congestion_map.png
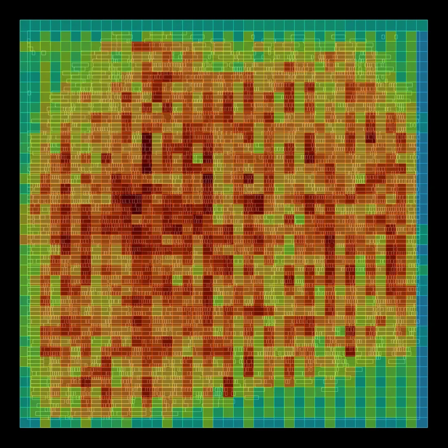
m4.png
(1.5 px per um) Supply wires on this layer in gray.
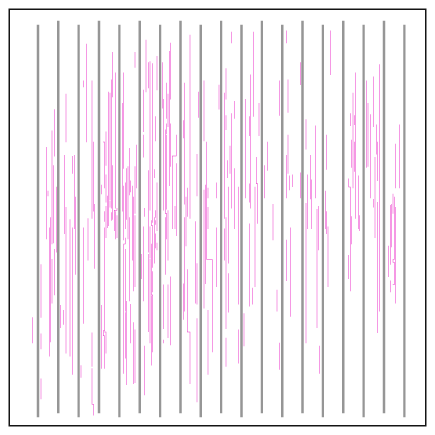
[src/rtl/fft_input_bitrev_loader_if.sv]
// rtl/fft_input_bitrev_loader_if.sv - serial word input and complex sample output bundle for the FFT loader
interface fft_input_bitrev_loader_if #(
    parameter int DATA_W = 17
);
    logic              in_valid;
    logic [DATA_W-1:0] in_data;
    logic              in_ready;
    logic [DATA_W-1:0] out_r;
    logic [DATA_W-1:0] out_i;
    logic              out_valid;
    logic              out_start;
    logic              out_last;

    modport master (
        output in_valid, in_data,
        input  in_ready, out_r, out_i, out_valid, out_start, out_last
    );

    modport slave (
        input  in_valid, in_data,
        output in_ready, out_r, out_i, out_valid, out_start, out_last
    );
endinterface

[src/rtl/fft_input_bitrev_loader.sv]
// rtl/fft_input_bitrev_loader.sv - buffers a real-then-imag frame and replays it in bit-reversed order
// Optional FFT_LOADER_PINGPONG_EN: two banks so loading overlaps emission.
module fft_input_bitrev_loader #(
    parameter int DATA_W = 17,
    parameter int N_LOG2 = 5
) (
    input logic                      clk,
    input logic                      rst_n,
    fft_input_bitrev_loader_if.slave bus
);
    localparam int N = 1 << N_LOG2;
    localparam logic [1:0] LOAD_RE = 2'd0;
    localparam logic [1:0] LOAD_IM = 2'd1;

`ifdef FFT_LOADER_PINGPONG_EN
    localparam int AW = N_LOG2 + 1;
`else
    localparam int AW = N_LOG2;
`endif

    logic [1:0]        state;
    logic [N_LOG2-1:0] wcnt;
    logic [N_LOG2-1:0] kcnt;
    logic [N_LOG2-1:0] rev_k;
    logic              emitting;
    logic              accept;
    logic              emit_last;
    logic [AW-1:0]     wr_addr;
    logic [AW-1:0]     rd_addr;
    logic [DATA_W-1:0] re_mem [1 << AW];
    logic [DATA_W-1:0] im_mem [1 << AW];

    assign accept    = bus.in_valid && bus.in_ready;
    assign emit_last = emitting && (kcnt == '1);

    always_comb begin
        rev_k = '0;
        for (int i = 0; i < N_LOG2; i++) begin
            rev_k[i] = kcnt[N_LOG2-1-i];
        end
    end

`ifdef FFT_LOADER_PINGPONG_EN
    logic       wr_bank;
    logic       rd_bank;
    logic       nxt_rd;
    logic       load_done;
    logic [1:0] full;
    logic [1:0] full_n;

    assign load_done    = accept && (state == LOAD_IM) && (wcnt == '1);
    assign bus.in_ready = ~(full[0] & full[1]);
    assign wr_addr      = {wr_bank, wcnt};
    assign rd_addr      = {rd_bank, rev_k};

    // A bank filled on this edge is visible to the emitter on the same edge,
    // so k=0 lands on the cycle right after the 64th word.
    always_comb begin
        full_n = full;
        if (load_done) full_n[wr_bank] = 1'b1;
        if (emit_last) full_n[rd_bank] = 1'b0;
        nxt_rd = rd_bank ^ emit_last;
    end

    always_ff @(posedge clk or negedge rst_n) begin
        if (!rst_n) begin
            state    <= LOAD_RE;
            wcnt     <= '0;
            kcnt     <= '0;
            emitting <= 1'b0;
            full     <= '0;
            wr_bank  <= 1'b0;
            rd_bank  <= 1'b0;
        end else begin
            if (accept) begin
                wcnt <= wcnt + 1'b1;
                if (wcnt == '1) state <= (state == LOAD_RE) ? LOAD_IM : LOAD_RE;
            end
            if (load_done) wr_bank <= ~wr_bank;
            full     <= full_n;
            rd_bank  <= nxt_rd;
            emitting <= (emitting && !emit_last) || full_n[nxt_rd];
            kcnt     <= emitting ? kcnt + 1'b1 : '0;
        end
    end
`else
    localparam logic [1:0] EMIT = 2'd2;

    assign emitting     = (state == EMIT);
    assign bus.in_ready = !emitting;
    assign wr_addr      = wcnt;
    assign rd_addr      = rev_k;

    always_ff @(posedge clk or negedge rst_n) begin
        if (!rst_n) begin
            state <= LOAD_RE;
            wcnt  <= '0;
            kcnt  <= '0;
        end else begin
            case (state)
                LOAD_RE: if (accept) begin
                    wcnt <= wcnt + 1'b1;
                    if (wcnt == '1) state <= LOAD_IM;
                end
                LOAD_IM: if (accept) begin
                    wcnt <= wcnt + 1'b1;
                    if (wcnt == '1) begin
                        state <= EMIT;
                        kcnt  <= '0;
                    end
                end
                EMIT: begin
                    kcnt <= kcnt + 1'b1;
                    if (kcnt == '1) state <= LOAD_RE;
                end
                default: state <= LOAD_RE;
            endcase
        end
    end
`endif

    // Buffer has no reset; contents are only read after a full frame is written.
    always_ff @(posedge clk) begin
        if (accept) begin
            if (state == LOAD_RE) re_mem[wr_addr] <= bus.in_data;
            else                  im_mem[wr_addr] <= bus.in_data;
        end
    end

    assign bus.out_valid = emitting;
    assign bus.out_r     = emitting ? re_mem[rd_addr] : '0;
    assign bus.out_i     = emitting ? im_mem[rd_addr] : '0;
    assign bus.out_start = emitting && (kcnt == '0);
    assign bus.out_last  = emit_last;
endmodule

[src/flat_wrapper.sv]
// flat-port wrapper written by rule: the top's interface ports become plain ports
module fft_input_bitrev_loader_flat 
#(
    parameter int DATA_W = 17,
    parameter int N_LOG2 = 5
)
  (clk, rst_n, bus_in_valid, bus_in_data, bus_in_ready, bus_out_r, bus_out_i, bus_out_valid, bus_out_start, bus_out_last);
  fft_input_bitrev_loader_if #(.DATA_W(DATA_W)) bus_i ();
  input logic clk;
  input logic rst_n;
  input wire logic [$bits(bus_i.in_valid)-1:0] bus_in_valid;
  input wire logic [$bits(bus_i.in_data)-1:0] bus_in_data;
  output wire logic [$bits(bus_i.in_ready)-1:0] bus_in_ready;
  output wire logic [$bits(bus_i.out_r)-1:0] bus_out_r;
  output wire logic [$bits(bus_i.out_i)-1:0] bus_out_i;
  output wire logic [$bits(bus_i.out_valid)-1:0] bus_out_valid;
  output wire logic [$bits(bus_i.out_start)-1:0] bus_out_start;
  output wire logic [$bits(bus_i.out_last)-1:0] bus_out_last;
  assign bus_i.in_valid = bus_in_valid;
  assign bus_i.in_data = bus_in_data;
  assign bus_in_ready = bus_i.in_ready;
  assign bus_out_r = bus_i.out_r;
  assign bus_out_i = bus_i.out_i;
  assign bus_out_valid = bus_i.out_valid;
  assign bus_out_start = bus_i.out_start;
  assign bus_out_last = bus_i.out_last;
  fft_input_bitrev_loader #(.DATA_W(DATA_W), .N_LOG2(N_LOG2)) u_core (.clk(clk), .rst_n(rst_n), .bus(bus_i));
endmodule
[config.mk]
export PLATFORM = sky130hd
export DESIGN_NAME = fft_input_bitrev_loader_flat
export DESIGN_NICKNAME = d
export VERILOG_FILES = /design/src/rtl/fft_input_bitrev_loader_if.sv /design/src/rtl/fft_input_bitrev_loader.sv /design/src/flat_wrapper.sv
export SDC_FILE = /design/constraint.sdc
export NUM_CORES = 1
export LEC_CHECK = 0
export ABC_AREA = 1
export ABC_CLOCK_PERIOD_IN_PS = 3800
export CAP_MARGIN = 20
export CORE_MARGIN = 5
export CORE_UTILIZATION = 68
export CTS_CLUSTER_SIZE = 10
export DETAILED_ROUTE_END_ITERATION = 12
export PLACE_DENSITY = 0.86
export SLEW_MARGIN = 10
export SYNTH_ARGS = -nofsm -noshare
export SYNTH_HDL_FRONTEND = slang
export SYNTH_SLANG_ARGS = --single-unit
[constraint.sdc]
create_clock -name clk -period 3.8 [get_ports clk]
set_input_delay 0.38 -clock clk [delete_from_list [all_inputs] [get_ports clk]]
set_output_delay 0.38 -clock clk [all_outputs]
set_load 0.01 [all_outputs]
==> flow_summary.json <==
{
  "status": "complete, no violations",
  "drtPass1Iterations": 7,
  "final_antenna_net_count": 0,
  "nFillCells": 3936,
  "synth.top_cell.area_share_pct": 67.54,
  "fin_setup_tns_ns": 0,
  "coreArea_mm2": 0.07027,
  "diodes": 0,
  "topCellsByArea": "edfxtp_1, nand2_1, inv_1",
  "finalWeightedCongestion": 0.9114,
  "n_clock_buffer": 148,
  "grt_pass1_vias": 35222,
  "wl_per_cell_um": 21.51,
  "synth_cell_type_count": 22,
  "std_cell_rows": 97,
  "stdcell_area_mm2": 0.05390,
  "ys_sh_simple_pct": 21.91,
  "path_cells": "buf_16 > nand3_1 > nand2_1 > nand2_1 > nand2_1 > clkinv_1 > nand2_1 > nand2_1 > nand2_1 > clkdlybuf4s50_1",
  "setup.worst_path.end": "bus_out_i[15]",
  "netlist.top_cell.by_area": "edfxtp_1",
  "comb_area_share_pct": 20.19,
  "drv_cap": 0,
  "crit_path_max_fanout": 84,
  "cts_buffer_depth": 3,
  "fp-utilization_pct": 68.84,
  "most-common-layout-cells": "nand2_1, edfxtp_1, inv_1",
  "cp-start-kind": "register",
  "slowest_delay_ns": 0.62,
  "cts_buffers": 120,
  "slew_headroom_pct": 21.56,
  "placement.io_buffers": 57,
  "powerDensity_mw_per_mm2": 492.4,
  "critPathTopFamily": "buffers and inverters",
  "worst_slew_pin_slew_ns": 1.177,
  "fin_worst_skew_ns": 0.03270,
  "setup_viol": 0,
  "place_ws_ns": 0.6149,
  "reg.largest.list": "u_core.im_mem x544, u_core.re_mem x544",
  "dp.cells": 5783,
  "leakage_nw": 23.60,
  "stdcell_count": 5956,
  "ys_sh_aoi_pct": 0.1578,
  "finalHoldViolCount": 0,
  "endpoint_kind": "primary output"
}
Back to the opening pictures, congestion_map.png:
gr usage total: 32.57%
grt met2 use: 53.09%

Back to the opening pictures, m4.png:
main direction: vertical
longest straight run: 165 um

cells in the mapped netlist:
library cell	count
nand2_1	1918
edfxtp_1	1088
inv_1	849
nand3_1	617
buf_2	149
nor2_1	73
clkinv_1	51
clkbuf_1	38
buf_1	31
dfrtp_1	12
o21ai_0	12
ha_1	11
buf_4	9
buf_6	7
inv_2	4
nor3_1	4
xor2_1	4
nand4_1	2
a21boi_2	1
a21oi_1	1
inv_4	1
nor2_2	1
power breakdown:
part	leakage, nW	switching [mW]	internal, mW
logic	12.1	1.84	0.654
registers	9.93	0.135	13.8
clock network	1.58	4.46	5.68
total	23.6	6.43	20.1
per-layer routing:
layer	global-route usage (%)	part of all wire, %
met3	5.834	12
met2	53.09	48
met5	0	0
met1	41.25	33
met4	19.98	7.0
Power figures rest on the tool's default switching activity, not on a simulated workload.
